Figure 1. Gate-type map.
The bar under the picture is 100 µm long.
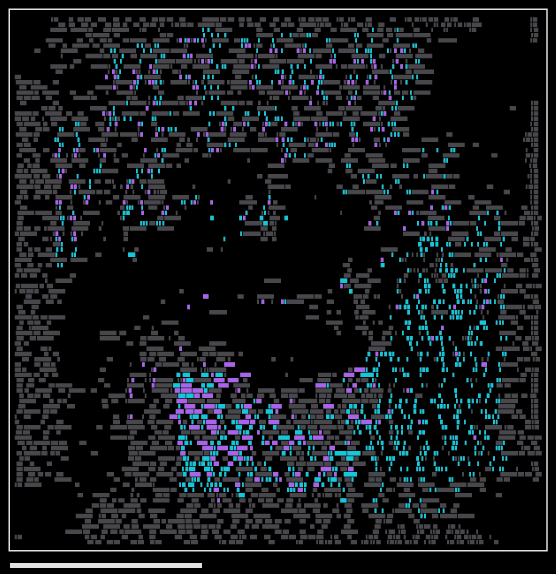
Figure 2. The clock network.
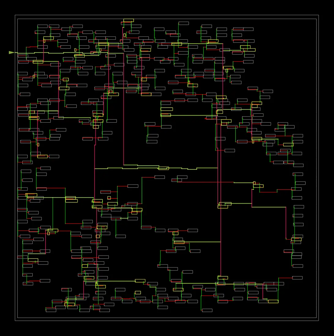
Figure 3. Where the registers sit.
The bar under the picture is 100 µm long.
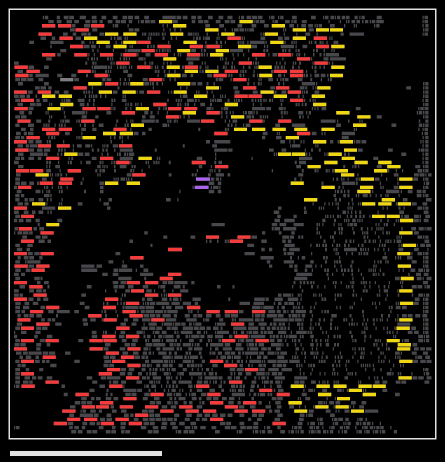
Figure 4. Metal layers overlaid.
Two of the layers only.
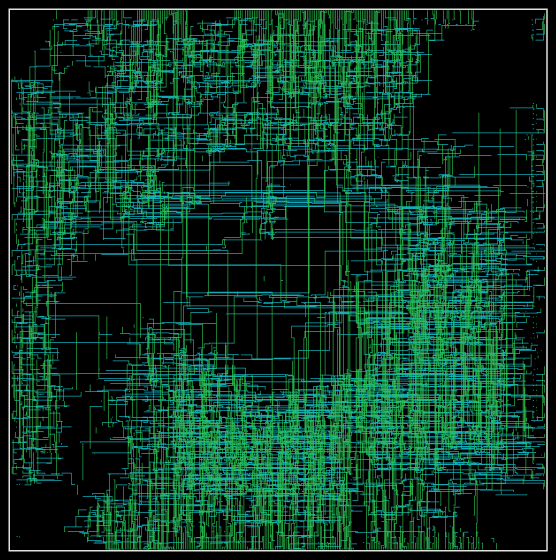
==> config.mk <==
export PLATFORM = sky130hd
export DESIGN_NAME = umi_mem_endpoint
export DESIGN_NICKNAME = d
export VERILOG_FILES = /design/src/rtl/umi_pkg.sv /design/src/rtl/umi_unpack.sv /design/src/rtl/umi_mem_endpoint.sv
export SDC_FILE = /design/constraint.sdc
export NUM_CORES = 1
export LEC_CHECK = 0
export ABC_AREA = 1
export CORE_AREA = 2 2 277 279
export DETAILED_ROUTE_END_ITERATION = 10
export DIE_AREA = 0 0 279 281
export GPL_TIMING_DRIVEN = 0
export PLACE_DENSITY = 0.54
export SYNTH_ARGS = -nofsm -noshare
export SYNTH_HDL_FRONTEND = slang
export SYNTH_SLANG_ARGS = --single-unit
==> constraint.sdc <==
create_clock -name clk -period 2 [get_ports clk]
set_input_delay 0.3 -clock clk [delete_from_list [all_inputs] [get_ports clk]]
set_output_delay 0.3 -clock clk [all_outputs]
set_load 0.02 [all_outputs]
==> src/rtl/umi_pkg.sv <==
// Shared UMI definitions: packet field positions, response opcodes, endpoint FSM
// states and the unpacked request record.
package umi_pkg;

    localparam int UMI_CMD_LSB   = 0;
    localparam int UMI_SIZE_LSB  = 8;
    localparam int UMI_DA_LO_LSB = 32;
    localparam int UMI_SA_LO_LSB = 64;
    localparam int UMI_DATA_LSB  = 96;
    localparam int UMI_SA_HI_LSB = 192;
    localparam int UMI_DA_HI_LSB = 224;

    localparam logic [7:0] UMI_RESP_READ = 8'h03;
    localparam logic [7:0] UMI_RESP_ERR  = 8'h0F;

    typedef enum logic [1:0] {
        ST_IDLE = 2'd0,
        ST_MEM  = 2'd1,
        ST_RESP = 2'd2
    } umi_state_e;

    typedef struct packed {
        logic [7:0]  cmd;
        logic        write;
        logic [3:0]  size;
        logic [63:0] dstaddr;
        logic [63:0] srcaddr;
        logic [63:0] wdata;
        logic        legal;
    } umi_req_t;

    // Byte lanes touched by an access of 2^size bytes, before the offset shift.
    function automatic logic [7:0] umi_lane_mask(input logic [3:0] size);
        case (size)
            4'd0:    return 8'h01;
            4'd1:    return 8'h03;
            4'd2:    return 8'h0F;
            default: return 8'hFF;
        endcase
    endfunction

    function automatic logic [2:0] umi_align_mask(input logic [3:0] size);
        case (size)
            4'd0:    return 3'b000;
            4'd1:    return 3'b001;
            4'd2:    return 3'b011;
            default: return 3'b111;
        endcase
    endfunction

    function automatic logic [255:0] umi_pack_resp(input logic [7:0]  op,
                                                   input logic [3:0]  size,
                                                   input logic [63:0] src,
                                                   input logic [63:0] data);
        logic [255:0] p;
        p = '0;
        p[UMI_CMD_LSB +: 8]    = op;
        p[UMI_SIZE_LSB +: 4]   = size;
        p[UMI_DA_LO_LSB +: 32] = src[31:0];
        p[UMI_DA_HI_LSB +: 32] = src[63:32];
        p[UMI_DATA_LSB +: 64]  = data;
        return p;
    endfunction

endpackage

==> src/rtl/umi_unpack.sv <==
// Combinational split of a 256-bit UMI request into its fields, plus the
// size/alignment legality check.
module umi_unpack
    import umi_pkg::*;
(
    input  logic [255:0] packet,
    output umi_req_t     req
);

    logic [3:0]  size;
    logic [63:0] dstaddr;

    assign size    = packet[UMI_SIZE_LSB +: 4];
    assign dstaddr = {packet[UMI_DA_HI_LSB +: 32], packet[UMI_DA_LO_LSB +: 32]};

    always_comb begin
        req         = '0;
        req.cmd     = packet[UMI_CMD_LSB +: 8];
        req.write   = packet[UMI_CMD_LSB];
        req.size    = size;
        req.dstaddr = dstaddr;
        req.srcaddr = {packet[UMI_SA_HI_LSB +: 32], packet[UMI_SA_LO_LSB +: 32]};
        req.wdata   = {packet[UMI_DATA_LSB + 32 +: 32], packet[UMI_DATA_LSB +: 32]};
        req.legal   = (size <= 4'd3) && ((dstaddr[2:0] & umi_align_mask(size)) == 3'b000);
    end

endmodule

==> src/rtl/umi_mem_endpoint.sv <==
// Target-side UMI endpoint: one 64-bit memory access per request packet,
// posted writes, registered read/error responses.
module umi_mem_endpoint
    import umi_pkg::*;
#(
    parameter int AW = 64,
    parameter int UW = 256,
    parameter int DW = 64
) (
    input  logic          clk,
    input  logic          nreset,
    input  logic          umi_in_valid,
    input  logic [UW-1:0] umi_in_packet,
    output logic          umi_in_ready,
    output logic          umi_out_valid,
    output logic [UW-1:0] umi_out_packet,
    input  logic          umi_out_ready,
    output logic          mem_req,
    output logic          mem_we,
    output logic [AW-1:0] mem_addr,
    output logic [7:0]    mem_wmask,
    output logic [DW-1:0] mem_wdata,
    input  logic          mem_ack,
    input  logic [DW-1:0] mem_rdata,
    output logic          err
);

    localparam int NUM_LANES = DW / 8;

    umi_state_e    state;
    logic [UW-1:0] pkt_q;
    logic [UW-1:0] resp_q;
    umi_req_t      req_in;
    umi_req_t      req_q;
    logic [2:0]    off;
    logic [7:0]    lanes;
    logic [DW-1:0] rd_shift;
    logic [DW-1:0] rd_data;
    logic          unused_fields;

    // The incoming view decides legality at accept time; the latched view
    // drives the memory port and the read response.
    umi_unpack u_unpack_in (.packet(umi_in_packet), .req(req_in));
    umi_unpack u_unpack_q  (.packet(pkt_q),         .req(req_q));

    assign unused_fields = ^{req_in.cmd, req_in.dstaddr, req_in.wdata, req_q.cmd, req_q.legal};

    assign off      = req_q.dstaddr[2:0];
    assign lanes    = umi_lane_mask(req_q.size);
    assign rd_shift = mem_rdata >> {off, 3'b000};

    generate
        for (genvar i = 0; i < NUM_LANES; i++) begin : g_lane
            assign rd_data[8*i +: 8] = lanes[i] ? rd_shift[8*i +: 8] : 8'h00;
        end
    endgenerate

    assign umi_in_ready   = (state == ST_IDLE);
    assign umi_out_valid  = (state == ST_RESP);
    assign umi_out_packet = resp_q;
    assign mem_req        = (state == ST_MEM);
    assign mem_we         = req_q.write;
    assign mem_addr       = {req_q.dstaddr[AW-1:3], 3'b000};
    assign mem_wmask      = lanes << off;
    assign mem_wdata      = req_q.wdata << {off, 3'b000};

    always_ff @(posedge clk or negedge nreset) begin
        if (!nreset) begin
            state  <= ST_IDLE;
            pkt_q  <= '0;
            resp_q <= '0;
            err    <= 1'b0;
        end else begin
            err <= 1'b0;
            case (state)
                ST_IDLE: begin
                    if (umi_in_valid) begin
                        pkt_q <= umi_in_packet;
                        if (req_in.legal) begin
                            state <= ST_MEM;
                        end else begin
                            err <= 1'b1;
                            // Illegal writes are dropped; illegal reads still owe a response.
                            if (!req_in.write) begin
                                resp_q <= umi_pack_resp(UMI_RESP_ERR, req_in.size,
                                                        req_in.srcaddr, '0);
                                state  <= ST_RESP;
                            end
                        end
                    end
                end
                ST_MEM: begin
                    if (mem_ack) begin
                        if (req_q.write) begin
                            state <= ST_IDLE;
                        end else begin
                            resp_q <= umi_pack_resp(UMI_RESP_READ, req_q.size,
                                                    req_q.srcaddr, rd_data);
                            state  <= ST_RESP;
                        end
                    end
                end
                ST_RESP: begin
                    if (umi_out_ready) state <= ST_IDLE;
                end
                default: state <= ST_IDLE;
            endcase
        end
    end

endmodule

==> GITHUB_STEP_SUMMARY <==
### Flow metrics

| Metric | Value |
|---|---|
| Slew @ Worst Pin | 758 ps |
| Pwr dens | 1720 nW/µm² |
| Yosys stat area | around 18,000 µm² |
| Reg clk slew, reported paths | 70 ps |
| CTS sink count | approximately 330 |
| Post-synth seq share | between 40% and 50% |
| Commonest Layout Cell | nand2_1 |
| GP Congestion | 0.967 |
| Critical Path RT | 1700 ps |
| Initial antenna violation count | 19 |
| Dpl hpwl | between 60 and 70 mm |
| Top cell family by delay on the critical path | buffers and inverters |
| Nets | 3,454 |
| P_leak | about 14 nW |
| Cell count in the Yosys report | 2,368 |
| WS Path Type | flop to output pin |
| OpenROAD warning count | approximately 90 |
| R2r worst-path depth | 11 |
| Combinational power share | 61.2% |
| Peak Freq | 0.409 GHz |
| Cell area after synthesis | 18,300 µm² |
| Rel. slew slack | 49.5% |
| Area leader share | a little under half |
| Final tally of setup violations | 72 |
| Met2 WL | approximately 42 mm |
| Die Wd | 279 µm |
| Global Route Usage Sum | 21.7% |
| Worst hold path stage count | 3 |
| Failing checks | setup timing |
| Final ANT Viol Nets | 0 |
| DRC | 0 |
| Final Core Density | 39.1% |
| Initial DRC Count | 1,169 |
| Synth Instances | 2,368 |
| Die area | approximately 78,000 µm² |
| CTS resizes | between 800 and 900 |
| Hold Fails Final Rpt | 0 |
| Dpl cells | between 4,000 and 5,000 |
| Setup bufs post-CTS | 30 |
| Status | finished with violations |
| CP endpoint kind | output pin |
| Fin worst setup slack | -442 ps |
| Tot Pwr | 0.0507 W |
| CTS Root Cell | clkbuf_16 |
| Rows | 101 |
Notes on Figure 1 above:
Key: cyan = NAND gates [cells 954, most used nand2_1]; purple = inverting AOI/OAI gates [cells 273, most used a21oi_1]

Notes on Figure 2 above:
flop count: 334
Fin Clk Skew: 30.0 ps
Clk power: 0.00819 W
clk latency late pin: 600 ps

Notes on Figure 3 above:
Key: yellow = `umi_out_packet` [sequential cells 134, where spread over the die]; purple = `state` [sequential cells 2]; red = `pkt_q` [sequential cells 197]

Notes on Figure 4 above:
Key: cyan = met1 [wire length 34.9 mm]; green = met2 [wire length 42.0 mm]

-- cell usage after synthesis --
| master | n |
|---|---|
| nor3_2 | 1 |
| clkbuf_1 | 46 |
| inv_4 | 1 |
| dfrtp_1 | 334 |
| buf_1 | 12 |
| o211ai_1 | 2 |
| o21ai_1 | 15 |
| buf_6 | 1 |
| or2_1 | 1 |
| nor2_1 | 188 |
| and2_1 | 8 |
| nand2_2 | 2 |
| buf_2 | 74 |
| clkinv_1 | 1 |
| or2_2 | 15 |
| nand3_1 | 163 |
| o22ai_1 | 6 |
| nand4_1 | 1 |
| nor2_2 | 1 |
| inv_1 | 140 |
| inv_2 | 5 |
| nor2_4 | 2 |
| mux2_2 | 109 |
| conb_1 | 1 |
| a21oi_1 | 102 |
| nand2_1 | 786 |
| buf_4 | 194 |
| nand3b_1 | 1 |
| o21ai_0 | 148 |
| mux2i_1 | 8 |
-- power groups by stage --
stage	Clock, W	Sequential [W]	Combinational (W)
after CTS	0.00843	0.0113	0.0291
after global routing	0.00871	0.0118	0.0328
final	0.00819	0.0115	0.0310
after detailed placement	0	0.0112	0.0253
after floorplan	0	0.0117	0.0132
after global placement	0	0.0113	0.0252
-- flip-flops by register name, indices dropped and copies added, names as in the netlist --
name and flops:
state 2, err 1, pkt_q 197, umi_out_packet 134
-- routing by layer --
metal	global-route usage, %	vias to the layer above
met5	0	-
met4	8.01	16
met3	6.38	176
met2	36.7	797
met1	25.9	8887
li1	-	8730
-- kinds of logic after synthesis --
logic type / after synthesis / share of synthesized area [%]
simple gates: 1169 / 25.5
buf+inv: 474 / 14.2
flops: 334 / 45.6
compound gates: 273 / 7.52
mux: 117 / 7.13
other cells: 1 / 0.0204
-- area by class of cell --
class / instances / area (µm²) / share of cell area (%)
Multi-Input combinational cell: 1683 / 9050 / 30.7
Sequential cell: 334 / 8360 / 28.4
Timing Repair Buffer: 594 / 6050 / 20.5
Buffer: 325 / 2680 / 9.09
Clock buffer: 65 / 1300 / 4.42
Tap cell: 978 / 1220 / 4.15
Inverter: 147 / 587 / 1.99
Clock inverter: 12 / 180 / 0.611
Antenna cell: 10 / 25.0 / 0.0849
-- worst paths after layout --
kind,endpoint,slack [ps]
max in group asynchronous,pkt_q[34]$_DFFE_PN0P_,280
min in group asynchronous,pkt_q[82]$_DFFE_PN0P_,310
max reg2reg,umi_out_packet[97]$_DFFE_PN0P_,50
min reg2reg,umi_out_packet[226]$_DFFE_PN0P_,470
min,pkt_q[111]$_DFFE_PN0P_,300
max,mem_wmask[6],-440
-- metrics by stage --
| stage | area, µm² | worst slack [ps] | setup TNS [ps] |
|---|---|---|---|
| global route | 29500 | -496 | -29810 |
| detailed placement | 25500 | -1360 | -160610 |
| floorplan | 18800 | 28.5 | 0 |
| global placement | 25400 | -15640 | -5357540 |
| finish | 29500 | -442 | -25340 |
| CTS | 28500 | -440 | -26660 |
-- worst reg2reg max path, stage by stage, from the launching register on --
cell	delay, ps
dfrtp_1	400
buf_12	160
clkbuf_16	170
clkbuf_16	170
buf_4	140
buf_4	150
nand2_1	60
nand3_1	150
nand3_1	180
nand2_1	110
nand2_2	100
nand2_1	50
Power is estimated from default activity; no workload was simulated.
